===== config.mk =====
export PLATFORM = sky130hd
export DESIGN_NAME = control_seq_flat
export DESIGN_NICKNAME = d
export VERILOG_FILES = /design/src/rtl/control_pkg.sv /design/src/rtl/control_seq_if.sv /design/src/rtl/cond_eval.sv /design/src/rtl/control_seq.sv /design/src/flat_wrapper.sv
export SDC_FILE = /design/constraint.sdc
export NUM_CORES = 1
export LEC_CHECK = 0
export ABC_AREA = 1
export ABC_CLOCK_PERIOD_IN_PS = 1500
export CORE_MARGIN = 10
export CORE_UTILIZATION = 33
export DETAILED_ROUTE_END_ITERATION = 12
export GPL_ROUTABILITY_DRIVEN = 0
export PLACE_DENSITY = 0.81
export SETUP_SLACK_MARGIN = 0.3
export SLEW_MARGIN = 40
export SYNTH_ARGS = -nofsm -noshare
export SYNTH_HDL_FRONTEND = slang
export SYNTH_SLANG_ARGS = --single-unit

===== constraint.sdc =====
create_clock -name clk -period 1.5 [get_ports clk]
set_input_delay 0.15 -clock clk [delete_from_list [all_inputs] [get_ports clk]]
set_output_delay 0.15 -clock clk [all_outputs]
set_load 0.03 [all_outputs]

===== src/rtl/control_pkg.sv =====
// Shared types for the control sequencer: FSM states, opcodes, condition codes
// and the condition-code evaluation function.
package control_pkg;

  typedef enum logic [3:0] {
    S_FETCH, S_FETCH_W, S_DECODE, S_EXEC, S_MADDR,
    S_MRD_W, S_WB, S_SDATA, S_MWR_W, S_HALTED
  } state_e;

  typedef enum logic [3:0] {
    OP_NOP  = 4'h0,
    OP_ALU  = 4'h1,
    OP_LD   = 4'h2,
    OP_ST   = 4'h3,
    OP_HALT = 4'hF
  } op_e;

  typedef enum logic [3:0] {
    C_AL = 4'h0, C_EQ = 4'h1, C_NE = 4'h2, C_MI = 4'h3, C_PL = 4'h4, C_CS = 4'h5,
    C_CC = 4'h6, C_VS = 4'h7, C_VC = 4'h8, C_GE = 4'h9, C_LT = 4'hA
  } cond_e;

  // flags = {N,Z,C,V}; codes B..F never pass
  function automatic logic cond_pass(input logic [3:0] cond, input logic [3:0] flags);
    logic n, z, c, v;
    {n, z, c, v} = flags;
    case (cond)
      C_AL:    return 1'b1;
      C_EQ:    return z;
      C_NE:    return !z;
      C_MI:    return n;
      C_PL:    return !n;
      C_CS:    return c;
      C_CC:    return !c;
      C_VS:    return v;
      C_VC:    return !v;
      C_GE:    return n == v;
      C_LT:    return n != v;
      default: return 1'b0;
    endcase
  endfunction

endpackage


===== src/rtl/control_seq_if.sv =====
// Bundle between the sequencer and the datapath: IR/status/handshake inputs
// and all bus-enable and load strobes.
interface control_seq_if #(
  parameter int REG_SEL_W = 4,
  parameter int ALU_OP_W  = 4,
  parameter int STATUS_W  = 4
);
  logic [31:0]          ir;
  logic [STATUS_W-1:0]  status;
  logic                 mem_ready;
  logic                 run;
  logic                 mem_rd, mem_wr;
  logic                 oe_a_reg_file, oe_b_reg_file, ld_reg_file;
  logic [REG_SEL_W-1:0] sel_a_reg_file, sel_b_reg_file, sel_ld_reg_file;
  logic                 inc_pc, ld_ir, ld_status, oe_mdr, ld_mdr, oe_mar, ld_mar, oe_alu;
  logic [ALU_OP_W-1:0]  alu_op;
  logic                 halted, fault;

  modport master (
    input  ir, status, mem_ready, run,
    output mem_rd, mem_wr, oe_a_reg_file, oe_b_reg_file, ld_reg_file,
           sel_a_reg_file, sel_b_reg_file, sel_ld_reg_file,
           inc_pc, ld_ir, ld_status, oe_mdr, ld_mdr, oe_mar, ld_mar, oe_alu,
           alu_op, halted, fault
  );

  modport slave (
    output ir, status, mem_ready, run,
    input  mem_rd, mem_wr, oe_a_reg_file, oe_b_reg_file, ld_reg_file,
           sel_a_reg_file, sel_b_reg_file, sel_ld_reg_file,
           inc_pc, ld_ir, ld_status, oe_mdr, ld_mdr, oe_mar, ld_mar, oe_alu,
           alu_op, halted, fault
  );
endinterface


===== src/rtl/cond_eval.sv =====
// Combinational condition-code check: status flags {N,Z,C,V} against IR cond.
module cond_eval
  import control_pkg::*;
(
  input  logic [3:0] cond,
  input  logic [3:0] flags,
  output logic       pass
);
  assign pass = cond_pass(cond, flags);
endmodule


===== src/rtl/control_seq.sv =====
// Multi-cycle control sequencer: decodes the IR and sequences datapath strobes,
// memory wait states with timeout, load/store, and halt/resume with fault.
module control_seq
  import control_pkg::*;
#(
  parameter int NUM_REGS = 16,
  parameter int PC_REG   = NUM_REGS - 1,
  parameter int ALU_OP_W = 4,
  parameter int STATUS_W = 4,
  parameter int WAIT_MAX = 16
) (
  input logic            clk,
  input logic            rst_n,
  control_seq_if.master  bus
);
  localparam int REG_SEL_W = $clog2(NUM_REGS);
  localparam int AOP_LSB   = 24 - ALU_OP_W;
  localparam int RD_LSB    = AOP_LSB - REG_SEL_W;
  localparam int RA_LSB    = RD_LSB - REG_SEL_W;
  localparam int RB_LSB    = RA_LSB - REG_SEL_W;
  localparam int WCNT_W    = (WAIT_MAX > 1) ? $clog2(WAIT_MAX) : 1;
  localparam logic [WCNT_W-1:0] WCNT_LIM = WCNT_W'((WAIT_MAX > 0) ? WAIT_MAX - 1 : 0);
  localparam logic [REG_SEL_W-1:0] PC_SEL = REG_SEL_W'(PC_REG);

  state_e              state_q, state_d;
  logic                fault_q, fault_d;
  logic [WCNT_W-1:0]   wait_cnt_q, wait_cnt_d;
  logic                pass, timeout;

  logic [3:0]           op;
  logic [ALU_OP_W-1:0]  aop;
  logic [REG_SEL_W-1:0] rd, ra, rb;
  logic                 unused_ir_bits;

  assign op  = bus.ir[27:24];
  assign aop = bus.ir[23:AOP_LSB];
  assign rd  = bus.ir[AOP_LSB-1:RD_LSB];
  assign ra  = bus.ir[RD_LSB-1:RA_LSB];
  assign rb  = bus.ir[RA_LSB-1:RB_LSB];
  assign unused_ir_bits = ^bus.ir[RB_LSB-1:0];

  cond_eval u_cond (.cond(bus.ir[31:28]), .flags(bus.status[3:0]), .pass(pass));

  // A handshake in the limit cycle takes priority over the timeout
  assign timeout = (WAIT_MAX != 0) && (wait_cnt_q == WCNT_LIM) && !bus.mem_ready;

  logic mem_rd, mem_wr, oe_a, oe_b, ld_rf, inc_pc, ld_ir, ld_status;
  logic oe_mdr, ld_mdr, oe_mar, ld_mar, oe_alu;
  logic [REG_SEL_W-1:0] sel_a, sel_b, sel_ld;
  logic [ALU_OP_W-1:0]  alu_op;

  always_comb begin
    state_d = state_q;
    fault_d = fault_q;
    {mem_rd, mem_wr, oe_a, oe_b, ld_rf, inc_pc, ld_ir, ld_status} = '0;
    {oe_mdr, ld_mdr, oe_mar, ld_mar, oe_alu} = '0;
    sel_a  = '0;
    sel_b  = '0;
    sel_ld = '0;
    alu_op = '0;
    case (state_q)
      S_FETCH: begin
        sel_b = PC_SEL; oe_b = 1'b1; ld_mar = 1'b1;
        state_d = S_FETCH_W;
      end
      S_FETCH_W: begin
        oe_mar = 1'b1; mem_rd = 1'b1;
        if (bus.mem_ready) begin
          ld_ir = 1'b1; inc_pc = 1'b1;
          state_d = S_DECODE;
        end else if (timeout) begin
          state_d = S_HALTED; fault_d = 1'b1;
        end
      end
      S_DECODE: begin
        if (!pass) state_d = S_FETCH;
        else begin
          case (op)
            OP_NOP:        state_d = S_FETCH;
            OP_ALU:        state_d = S_EXEC;
            OP_LD, OP_ST:  state_d = S_MADDR;
            OP_HALT:       state_d = S_HALTED;
            default: begin state_d = S_HALTED; fault_d = 1'b1; end
          endcase
        end
      end
      S_EXEC: begin
        sel_a = ra; oe_a = 1'b1; sel_b = rb; oe_b = 1'b1;
        alu_op = aop; oe_alu = 1'b1; sel_ld = rd; ld_rf = 1'b1; ld_status = 1'b1;
        state_d = S_FETCH;
      end
      S_MADDR: begin
        sel_a = ra; oe_a = 1'b1; ld_mar = 1'b1;
        state_d = (op == OP_ST) ? S_SDATA : S_MRD_W;
      end
      S_MRD_W: begin
        oe_mar = 1'b1; mem_rd = 1'b1;
        if (bus.mem_ready) begin
          ld_mdr = 1'b1; state_d = S_WB;
        end else if (timeout) begin
          state_d = S_HALTED; fault_d = 1'b1;
        end
      end
      S_WB: begin
        oe_mdr = 1'b1; sel_ld = rd; ld_rf = 1'b1;
        state_d = S_FETCH;
      end
      S_SDATA: begin
        sel_b = rb; oe_b = 1'b1; ld_mdr = 1'b1;
        state_d = S_MWR_W;
      end
      S_MWR_W: begin
        oe_mar = 1'b1; oe_mdr = 1'b1; mem_wr = 1'b1;
        if (bus.mem_ready) state_d = S_FETCH;
        else if (timeout) begin
          state_d = S_HALTED; fault_d = 1'b1;
        end
      end
      S_HALTED: begin
        if (bus.run) begin
          state_d = S_FETCH; fault_d = 1'b0;
        end
      end
      default: state_d = S_FETCH;
    endcase

    wait_cnt_d = wait_cnt_q;
    if (state_d != state_q) wait_cnt_d = '0;
    else if (!bus.mem_ready) wait_cnt_d = wait_cnt_q + 1'b1;
  end

  always_ff @(posedge clk or negedge rst_n) begin
    if (!rst_n) begin
      state_q    <= S_FETCH;
      fault_q    <= 1'b0;
      wait_cnt_q <= '0;
    end else begin
      state_q    <= state_d;
      fault_q    <= fault_d;
      wait_cnt_q <= wait_cnt_d;
    end
  end

  // Outputs forced low while reset is held, including mid-access strobes
  assign bus.mem_rd          = rst_n & mem_rd;
  assign bus.mem_wr          = rst_n & mem_wr;
  assign bus.oe_a_reg_file   = rst_n & oe_a;
  assign bus.oe_b_reg_file   = rst_n & oe_b;
  assign bus.ld_reg_file     = rst_n & ld_rf;
  assign bus.sel_a_reg_file  = rst_n ? sel_a : '0;
  assign bus.sel_b_reg_file  = rst_n ? sel_b : '0;
  assign bus.sel_ld_reg_file = rst_n ? sel_ld : '0;
  assign bus.inc_pc          = rst_n & inc_pc;
  assign bus.ld_ir           = rst_n & ld_ir;
  assign bus.ld_status       = rst_n & ld_status;
  assign bus.oe_mdr          = rst_n & oe_mdr;
  assign bus.ld_mdr          = rst_n & ld_mdr;
  assign bus.oe_mar          = rst_n & oe_mar;
  assign bus.ld_mar          = rst_n & ld_mar;
  assign bus.oe_alu          = rst_n & oe_alu;
  assign bus.alu_op          = rst_n ? alu_op : '0;
  assign bus.halted          = rst_n & (state_q == S_HALTED);
  assign bus.fault           = rst_n & fault_q;

endmodule


===== src/flat_wrapper.sv =====
// flat-port wrapper written by rule: the top's interface ports become plain ports
module control_seq_flat import control_pkg::*;
#(
  parameter int NUM_REGS = 16,
  parameter int PC_REG   = NUM_REGS - 1,
  parameter int ALU_OP_W = 4,
  parameter int STATUS_W = 4,
  parameter int WAIT_MAX = 16
)
  (clk, rst_n, bus_ir, bus_status, bus_mem_ready, bus_run, bus_mem_rd, bus_mem_wr, bus_oe_a_reg_file, bus_oe_b_reg_file, bus_ld_reg_file, bus_sel_a_reg_file, bus_sel_b_reg_file, bus_sel_ld_reg_file, bus_inc_pc, bus_ld_ir, bus_ld_status, bus_oe_mdr, bus_ld_mdr, bus_oe_mar, bus_ld_mar, bus_oe_alu, bus_alu_op, bus_halted, bus_fault);
  control_seq_if #(.REG_SEL_W(4), .ALU_OP_W(ALU_OP_W), .STATUS_W(STATUS_W)) bus_i ();
  input logic clk;
  input logic rst_n;
  input wire logic [$bits(bus_i.ir)-1:0] bus_ir;
  input wire logic [$bits(bus_i.status)-1:0] bus_status;
  input wire logic [$bits(bus_i.mem_ready)-1:0] bus_mem_ready;
  input wire logic [$bits(bus_i.run)-1:0] bus_run;
  output wire logic [$bits(bus_i.mem_rd)-1:0] bus_mem_rd;
  output wire logic [$bits(bus_i.mem_wr)-1:0] bus_mem_wr;
  output wire logic [$bits(bus_i.oe_a_reg_file)-1:0] bus_oe_a_reg_file;
  output wire logic [$bits(bus_i.oe_b_reg_file)-1:0] bus_oe_b_reg_file;
  output wire logic [$bits(bus_i.ld_reg_file)-1:0] bus_ld_reg_file;
  output wire logic [$bits(bus_i.sel_a_reg_file)-1:0] bus_sel_a_reg_file;
  output wire logic [$bits(bus_i.sel_b_reg_file)-1:0] bus_sel_b_reg_file;
  output wire logic [$bits(bus_i.sel_ld_reg_file)-1:0] bus_sel_ld_reg_file;
  output wire logic [$bits(bus_i.inc_pc)-1:0] bus_inc_pc;
  output wire logic [$bits(bus_i.ld_ir)-1:0] bus_ld_ir;
  output wire logic [$bits(bus_i.ld_status)-1:0] bus_ld_status;
  output wire logic [$bits(bus_i.oe_mdr)-1:0] bus_oe_mdr;
  output wire logic [$bits(bus_i.ld_mdr)-1:0] bus_ld_mdr;
  output wire logic [$bits(bus_i.oe_mar)-1:0] bus_oe_mar;
  output wire logic [$bits(bus_i.ld_mar)-1:0] bus_ld_mar;
  output wire logic [$bits(bus_i.oe_alu)-1:0] bus_oe_alu;
  output wire logic [$bits(bus_i.alu_op)-1:0] bus_alu_op;
  output wire logic [$bits(bus_i.halted)-1:0] bus_halted;
  output wire logic [$bits(bus_i.fault)-1:0] bus_fault;
  assign bus_i.ir = bus_ir;
  assign bus_i.status = bus_status;
  assign bus_i.mem_ready = bus_mem_ready;
  assign bus_i.run = bus_run;
  assign bus_mem_rd = bus_i.mem_rd;
  assign bus_mem_wr = bus_i.mem_wr;
  assign bus_oe_a_reg_file = bus_i.oe_a_reg_file;
  assign bus_oe_b_reg_file = bus_i.oe_b_reg_file;
  assign bus_ld_reg_file = bus_i.ld_reg_file;
  assign bus_sel_a_reg_file = bus_i.sel_a_reg_file;
  assign bus_sel_b_reg_file = bus_i.sel_b_reg_file;
  assign bus_sel_ld_reg_file = bus_i.sel_ld_reg_file;
  assign bus_inc_pc = bus_i.inc_pc;
  assign bus_ld_ir = bus_i.ld_ir;
  assign bus_ld_status = bus_i.ld_status;
  assign bus_oe_mdr = bus_i.oe_mdr;
  assign bus_ld_mdr = bus_i.ld_mdr;
  assign bus_oe_mar = bus_i.oe_mar;
  assign bus_ld_mar = bus_i.ld_mar;
  assign bus_oe_alu = bus_i.oe_alu;
  assign bus_alu_op = bus_i.alu_op;
  assign bus_halted = bus_i.halted;
  assign bus_fault = bus_i.fault;
  control_seq #(.NUM_REGS(NUM_REGS), .PC_REG(PC_REG), .ALU_OP_W(ALU_OP_W), .STATUS_W(STATUS_W), .WAIT_MAX(WAIT_MAX)) u_core (.clk(clk), .rst_n(rst_n), .bus(bus_i));
endmodule

==> impl_results.rst, run 1 <==
Implementation results
======================

.. list-table::
   :header-rows: 1

   * - Metric
     - Value
   * - Category of the worst setup path launch point
     - flop
   * - Count of fill cells added during filler insertion
     - 192
   * - Die outline area
     - 6110 sq um
   * - Number of DRC violations after detailed routing
     - 0
   * - Violated checks
     - setup timing
   * - Instance area after placement
     - 2070 sq um
   * - Storage element area
     - 230 sq um
   * - Portion of the layout cell area used by clock cells
     - 1.01%
   * - Design area
     - 2610 sq um
   * - Top-area cell type share of the netlist area
     - 20.2%
   * - Power consumed by sequential cells
     - 0.418 mW
   * - Post-Synth AOI/OAI Area
     - 7.40%
   * - Post-Syn Instances
     - 192
   * - Non-clk invs
     - 35
   * - Flop share of the area
     - 8.82%
   * - Fraction of standard cell area in multi-input logic
     - 40.5%
   * - Post-CTS setup buffer count
     - 16
   * - CTS max path bufs
     - 2
   * - Vias in the first global route
     - 1,684
   * - Post-synthesis async set-or-reset flop share
     - 100%
   * - Residual antenna-violating net count after detailed routing
     - 0
   * - Time the final worst path needs with I/O delays and setup
     - 1910 ps
   * - Topmost layer with routed signal wires
     - met4
   * - Yosys simple share
     - 54.3%
   * - Largest delay contributor family on the critical path
     - buffers and inverters
   * - Diodes inserted
     - 0
   * - Total number of multi-input combinational cells
     - 144
   * - Signal buffers
     - 113
   * - Share of the yosys chip area belonging to registers
     - 20.2%
   * - Clock net sink count
     - 9
   * - Power group with the largest share
     - combinational logic
   * - Post-Route Hold Slack
     - 498 ps
   * - Count of instantiated cells in the yosys netlist
     - 192
   * - Clock share of power
     - 5.3%
   * - Cell internal pwr
     - 1.64 mW
   * - Synthesized flop and latch total
     - 9
   * - Number of levels the H-tree was split into
     - 1
   * - Setup crit end
     - bus_sel_a_reg_file[1]
   * - Number of buffer and inverter instances along the worst setup path
     - 5
   * - Pin count of the biggest net entering global routing
     - 13
   * - Worst R2R End
     - u_core.wait_cnt_q[2]
   * - Setup-violating endpoint count in the final report
     - 36
   * - Summed standard-cell area reported by yosys
     - 1120 sq um
   * - Post-synthesis to final-layout area growth
     - 134%
   * - Setup repair after global routing missed its margin
     - yes
   * - Critical Path End Type
     - output pin
   * - Largest regs
     - u_core.state_q (4), u_core.wait_cnt_q (4), u_core.fault_q (1)
   * - Die Ht
     - 78.2 um
   * - Init Core Util
     - 33.7%
   * - Leading cell types by count after synthesis
     - sky130_fd_sc_hd__nand2_1, sky130_fd_sc_hd__nor2_1, sky130_fd_sc_hd__inv_1
   * - Largest fanout on the critical path
     - 4
   * - Flip-flops
     - 9
   * - Mapped Area
     - 1120 sq um
   * - Leakage power
     - 1.24 nW
   * - Total power divided by cell area
     - 1270 nW/um^2
   * - Seq pwr share
     - 12.6%
   * - Worst Slack Setup Final
     - -412 ps
   * - Clock root cell
     - sky130_fd_sc_hd__clkbuf_4
   * - Syn Area/Cell
     - 5.81 sq um
   * - Data arrival time at the worst-slack endpoint
     - 1760 ps
   * - Post-CTS resize count
     - 46
   * - Post-CTS Hold Buffers
     - 0
   * - Met3 usage
     - 3.87%
   * - Biggest cell delay along the critical path
     - 450 ps
   * - Mapped Nets
     - 233
   * - Main area contributors
     - sky130_fd_sc_hd__dfrtp_1, sky130_fd_sc_hd__nand2_1, sky130_fd_sc_hd__nor2_1
   * - Count of synthesis-stage warnings from yosys
     - 0
   * - Worst hold path endpoint
     - u_core.fault_q
   * - Clk pin slew, worst setup/hold paths
     - 60 ps
   * - Cell taking the most area after synthesis
     - sky130_fd_sc_hd__dfrtp_1
   * - Peak supply drop
     - 1.13 mV
   * - Tapcell count
     - 46
   * - Clock insertion delay at the later pin of the skew report
     - 250 ps
   * - Clock distribution power
     - 0.177 mW
   * - Met2 Track Usage GR
     - 30.5%
   * - Worst setup path category
     - reg2out
   * - Sw frac
     - 50.7%
   * - Grt peak-use layer
     - met2
   * - Horizontal extent of the die
     - 78.2 um
   * - Initial DRC count
     - 108
   * - Total congestion overflow after global routing
     - 0
   * - Run status
     - complete, but fails checks
   * - Wire length of the first global-routing pass
     - 8.10 mm
   * - Core utilization of the finished layout
     - 78.9%
-- run 1: worst reg2reg max path: stages, from the launching register on --
cell                      delay (ps)
sky130_fd_sc_hd__dfrtp_2         460
sky130_fd_sc_hd__buf_4           160
sky130_fd_sc_hd__buf_6           130
sky130_fd_sc_hd__inv_8            70
sky130_fd_sc_hd__nand2_2          70
sky130_fd_sc_hd__buf_6           130
sky130_fd_sc_hd__nand2_4          90
sky130_fd_sc_hd__nand3_2          70
sky130_fd_sc_hd__nand3_2          80
sky130_fd_sc_hd__inv_2            50
sky130_fd_sc_hd__nand3_2          70
sky130_fd_sc_hd__nand2_1          60
sky130_fd_sc_hd__nand2_2         100
sky130_fd_sc_hd__nand3_4         100
sky130_fd_sc_hd__nor2_2          110
**Run 1: wiring by layer**

The bar under the picture is 20 um long.
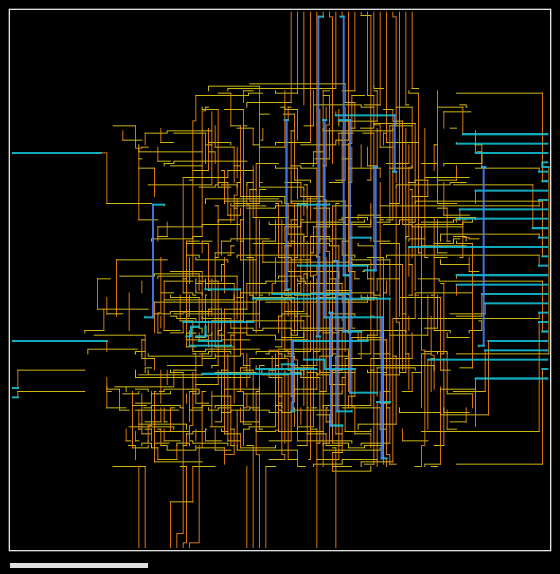
- metal 2: orange (wire length 3,000 um)
- metal 1: yellow (wire length 1,970 um)
- metal 4: blue (wire length 316 um)
- metal 3: cyan (wire length 386 um)
total number of vias: 1,779
Routed wire per std cell: 16.2 um
Total Wirelength: 5.67 mm
Total Routing Usage GR: 15.8%

**Run 1: power grid**

Pins as bars on the die edge. Tap cells in gray.
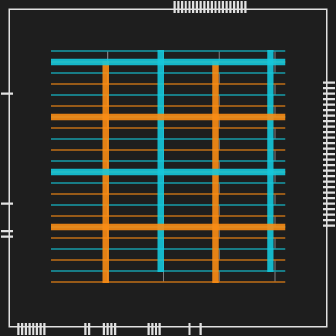
- VDD: cyan
- VSS: orange
- met1 rails: 22
- tap cells: 46
- rows: 21
- signal pins: 71

**Run 1: clock network drawn from the DEF**

The bar under the picture is 20 um long.
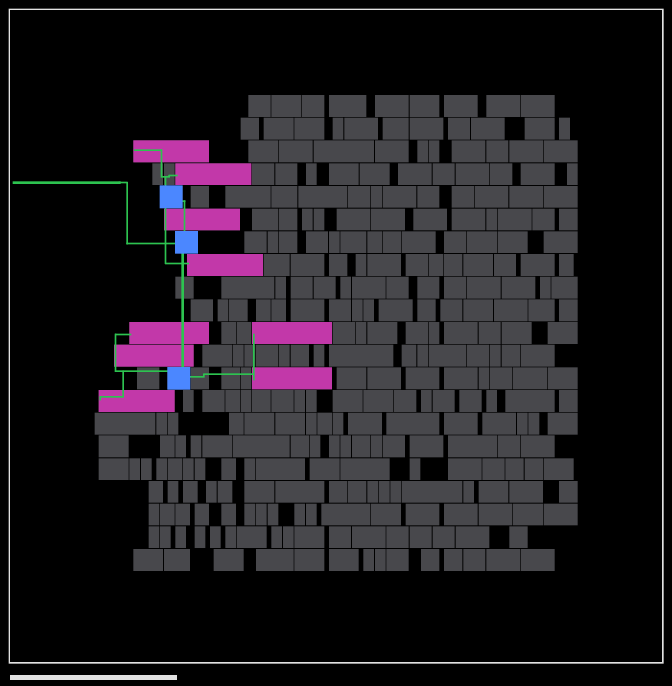
- clock wires: green (length 109 um)
- clock drivers: blue (count 3)
- flip-flops: magenta (count 9)
- routed clock nets: 4

==> run 1 -> run 2 <==
--- a/config.mk
+++ b/config.mk
@@ -13,7 +13,7 @@
 export GPL_ROUTABILITY_DRIVEN = 0
 export PLACE_DENSITY = 0.81
 export SETUP_SLACK_MARGIN = 0.3
-export SLEW_MARGIN = 40
+export SLEW_MARGIN = 30
 export SYNTH_ARGS = -nofsm -noshare
 export SYNTH_HDL_FRONTEND = slang
 export SYNTH_SLANG_ARGS = --single-unit
**Run 2: power grid**

Pins as bars on the die edge. Tap cells in gray.
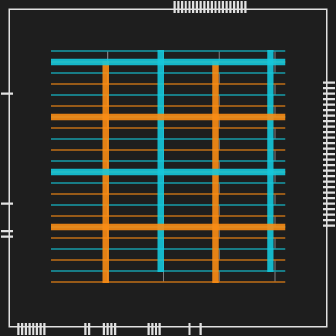
- VSS: orange
- VDD: cyan
- met4 straps: 4
- signal pins: 71
- rows: 21
- met5 straps: 4
- met1 rails: 22

**Run 2: clock network drawn from the DEF**

The bar under the picture is 20 um long.
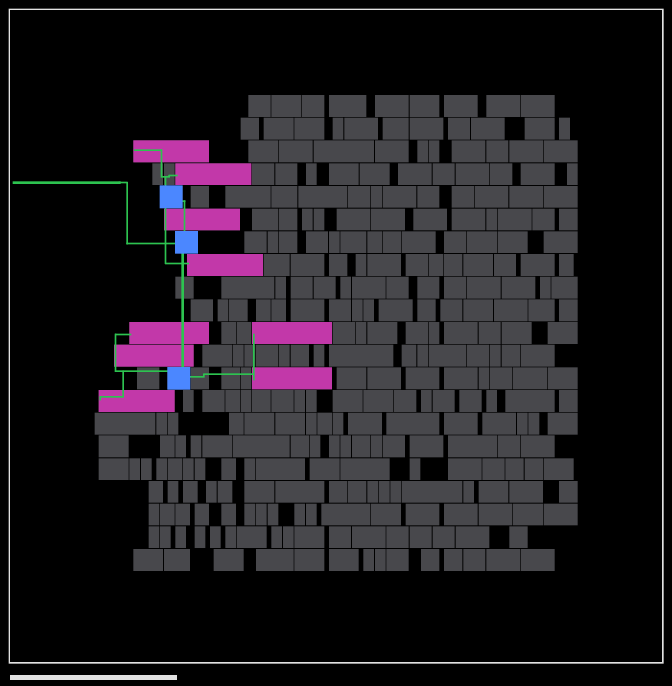
- flip-flops: magenta (count 9)
- clock drivers: blue (count 3)
- clock wires: green (length 109 um)
- routed clock nets: 4
clock insertion delay at the later pin of the skew report: 250 ps
clock distribution power: 0.177 mW
worst clock skew: 6.21 ps
clock share of power: 5.3%

==> run 2 against run 1 <==
The flow still finishes with violations (setup timing). Die area stayed put. Clock-buffer cell count stayed put. Register-to-register slack hardly changed. Sequential cell count stayed put. Synthesized cell count stayed put. Via count stayed put. Non-clock buffer count stayed put. Clock skew stayed put. Combinational power hardly changed. Routed wire length stayed put. Maximum frequency stayed put. Worst hold slack stayed put. Critical endpoint unchanged. Largest power group unchanged. Highest routed layer unchanged.
==> impl_results.rst, run 2 <==
Implementation results
======================

.. list-table::
   :header-rows: 1

   * - Metric
     - Value
   * - Run status
     - complete, but fails checks
   * - Violated checks
     - setup timing
   * - Number of logged tool warnings
     - 37
   * - Most frequently used flop master after synthesis
     - sky130_fd_sc_hd__dfrtp_1
   * - Design area
     - 2610 sq um (unchanged)
   * - Total Wirelength
     - 5.67 mm (unchanged)
   * - Post-Syn Instances
     - 192 (unchanged)
   * - Cell internal pwr
     - 1.64 mW (unchanged)
   * - Sw frac
     - 50.7% (unchanged)
   * - Mapped Area
     - 1120 sq um (unchanged)
   * - Leakage power
     - 1.24 nW (unchanged)
   * - Horizontal extent of the die
     - 78.2 um (unchanged)
   * - Max-slew headroom
     - 77.9%
   * - Total power divided by cell area
     - 1270 nW/um^2 (unchanged)
   * - Seq pwr share
     - 12.6% (about the same)
   * - Count of maximum capacitance violations
     - 0
   * - Hold path cells
     - 2
   * - Total Routing Usage GR
     - 15.8% (unchanged)
   * - Total negative slack
     - -10,930 ps
   * - Worst R2R End
     - u_core.wait_cnt_q[2]
   * - Flop share of the area
     - 8.82% (unchanged)
   * - Category of the worst setup path launch point
     - flop
   * - Clock net sink count
     - 9 (unchanged)
   * - Largest delay contributor family on the critical path
     - buffers and inverters
   * - Count of fill cells added during filler insertion
     - 192 (unchanged)
   * - Share of the yosys chip area belonging to registers
     - 20.2% (unchanged)
   * - Summed standard-cell area reported by yosys
     - 1120 sq um (unchanged)
   * - Count of synthesis-stage warnings from yosys
     - 0 (unchanged)
   * - Number of buffer and inverter instances along the worst setup path
     - 5 (unchanged)
   * - Peak supply drop
     - 1.13 mV (unchanged)
   * - Worst setup path category
     - reg2out
   * - Residual antenna-violating net count after detailed routing
     - 0 (unchanged)
   * - Cell chain of the critical path
     - nor2_4 -> inv_2 -> nor2_4 -> buf_4 -> inv_2 -> a21oi_4 -> inv_4 -> nor2_4 -> buf_6
   * - Leading cell types by count after synthesis
     - sky130_fd_sc_hd__nand2_1, sky130_fd_sc_hd__nor2_1, sky130_fd_sc_hd__inv_1
   * - Die outline area
     - 6110 sq um (unchanged)
   * - Antenna violations before repair
     - 0
   * - Initial DRC count
     - 108 (unchanged)
   * - Core Rows
     - 21
   * - Setup repair after global routing missed its margin
     - yes
   * - Biggest cell delay along the critical path
     - 450 ps (about the same)
   * - Wire length of the first global-routing pass
     - 8.10 mm (unchanged)
   * - Worst hold path endpoint
     - u_core.fault_q
   * - Pin count of the biggest net entering global routing
     - 13 (unchanged)
   * - Flip-flops
     - 9 (unchanged)
   * - Routed wire per std cell
     - 16.2 um (unchanged)
   * - CTS max path bufs
     - 2 (unchanged)
   * - Fraction of standard cell area in multi-input logic
     - 40.5% (unchanged)
   * - Number of DRC violations after detailed routing
     - 0 (unchanged)
   * - Detailed-routed wire length on met2
     - 3.00 mm
   * - 1st-pass router iterations
     - 4
   * - Die Ht
     - 78.2 um (unchanged)
   * - Number of levels the H-tree was split into
     - 1 (unchanged)
   * - Post-synthesis to final-layout area growth
     - 134% (unchanged)
   * - Main area contributors
     - sky130_fd_sc_hd__dfrtp_1, sky130_fd_sc_hd__nand2_1, sky130_fd_sc_hd__nor2_1
   * - Instance area after placement
     - 2070 sq um (unchanged)
   * - Comb power
     - 2.73 mW
   * - Storage element area
     - 230 sq um (unchanged)
   * - Vias in the first global route
     - 1,684 (unchanged)
   * - Power group with the largest share
     - combinational logic
   * - Post-synthesis async set-or-reset flop share
     - 100% (unchanged)
   * - Syn Area/Cell
     - 5.81 sq um (unchanged)
   * - Power consumed by sequential cells
     - 0.418 mW (about the same)
   * - Portion of the layout cell area used by clock cells
     - 1.01% (unchanged)
   * - Cell taking the most area after synthesis
     - sky130_fd_sc_hd__dfrtp_1
   * - Synthesized flop and latch total
     - 9 (unchanged)
   * - Topmost layer with routed signal wires
     - met4
   * - Non-clk invs
     - 35 (unchanged)
   * - Largest fanout on the critical path
     - 4 (unchanged)
   * - Critical Path End Type
     - output pin
   * - Post-Route Hold Slack
     - 498 ps (unchanged)
   * - Worst Slack Setup Final
     - -412 ps (unchanged)
   * - Tapcell count
     - 46 (unchanged)
   * - Init Core Util
     - 33.7% (unchanged)
   * - Data arrival time at the worst-slack endpoint
     - 1760 ps (about the same)
   * - Sum of internal, switching and leakage power
     - 3.32 mW
   * - Clk pin slew, worst setup/hold paths
     - 60 ps (about the same)
   * - Setup-violating endpoint count in the final report
     - 36 (unchanged)
   * - Total number of vias
     - 1,779 (unchanged)
   * - Setup crit end
     - bus_sel_a_reg_file[1]
   * - Total congestion overflow after global routing
     - 0 (unchanged)
   * - Signal buffers
     - 113 (unchanged)
   * - Largest regs
     - u_core.state_q (4), u_core.wait_cnt_q (4), u_core.fault_q (1)
   * - Time the final worst path needs with I/O delays and setup
     - 1910 ps (unchanged)
   * - Total number of multi-input combinational cells
     - 144 (unchanged)
   * - Leading cell type by number of instances after synthesis
     - sky130_fd_sc_hd__nand2_1
   * - Top-area cell type share of the netlist area
     - 20.2% (unchanged)
   * - Mapped Nets
     - 233 (unchanged)
   * - Clock root cell
     - sky130_fd_sc_hd__clkbuf_4
   * - Count of instantiated cells in the yosys netlist
     - 192 (unchanged)
   * - Diodes inserted
     - 0 (unchanged)
**Run 2: routing congestion**

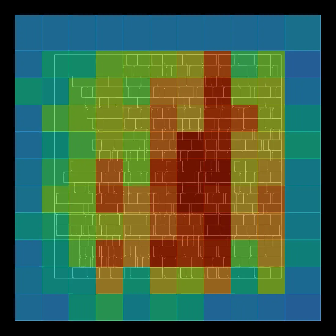
met3 usage: 3.87%
met2 Track Usage GR: 30.5%
grt peak-use layer: met2
met1 Resource Use GR: 15.8%
core utilization of the finished layout: 78.9%

==> run 2: timing repair <==
action,4_1_cts,5_1_grt
hold buffers,0,1
endpoints found under the hold margin,0,9
resized,46,37
endpoints found under the setup margin,40,40
buffers inserted,16,9
pin swaps,11,11
==> run 2: cell families (layout without fill, tap and decap cells) <==
logic type | after synthesis | count (layout) | synth area share (%)
xor gates and xnor gates | 3 | 3 | 2.35
AOI/OAI and AO/OA | 15 | 15 | 7.40
muxes | 1 | 1 | 0.897
DFF | 9 | 9 | 20.2
adders and majority gates | 1 | 1 | 1.12
and+or+nand+nor | 124 | 124 | 54.3
buffers and inverters | 39 | 152 | 13.8
Power figures rest on the tool's default switching activity, not on a simulated workload.
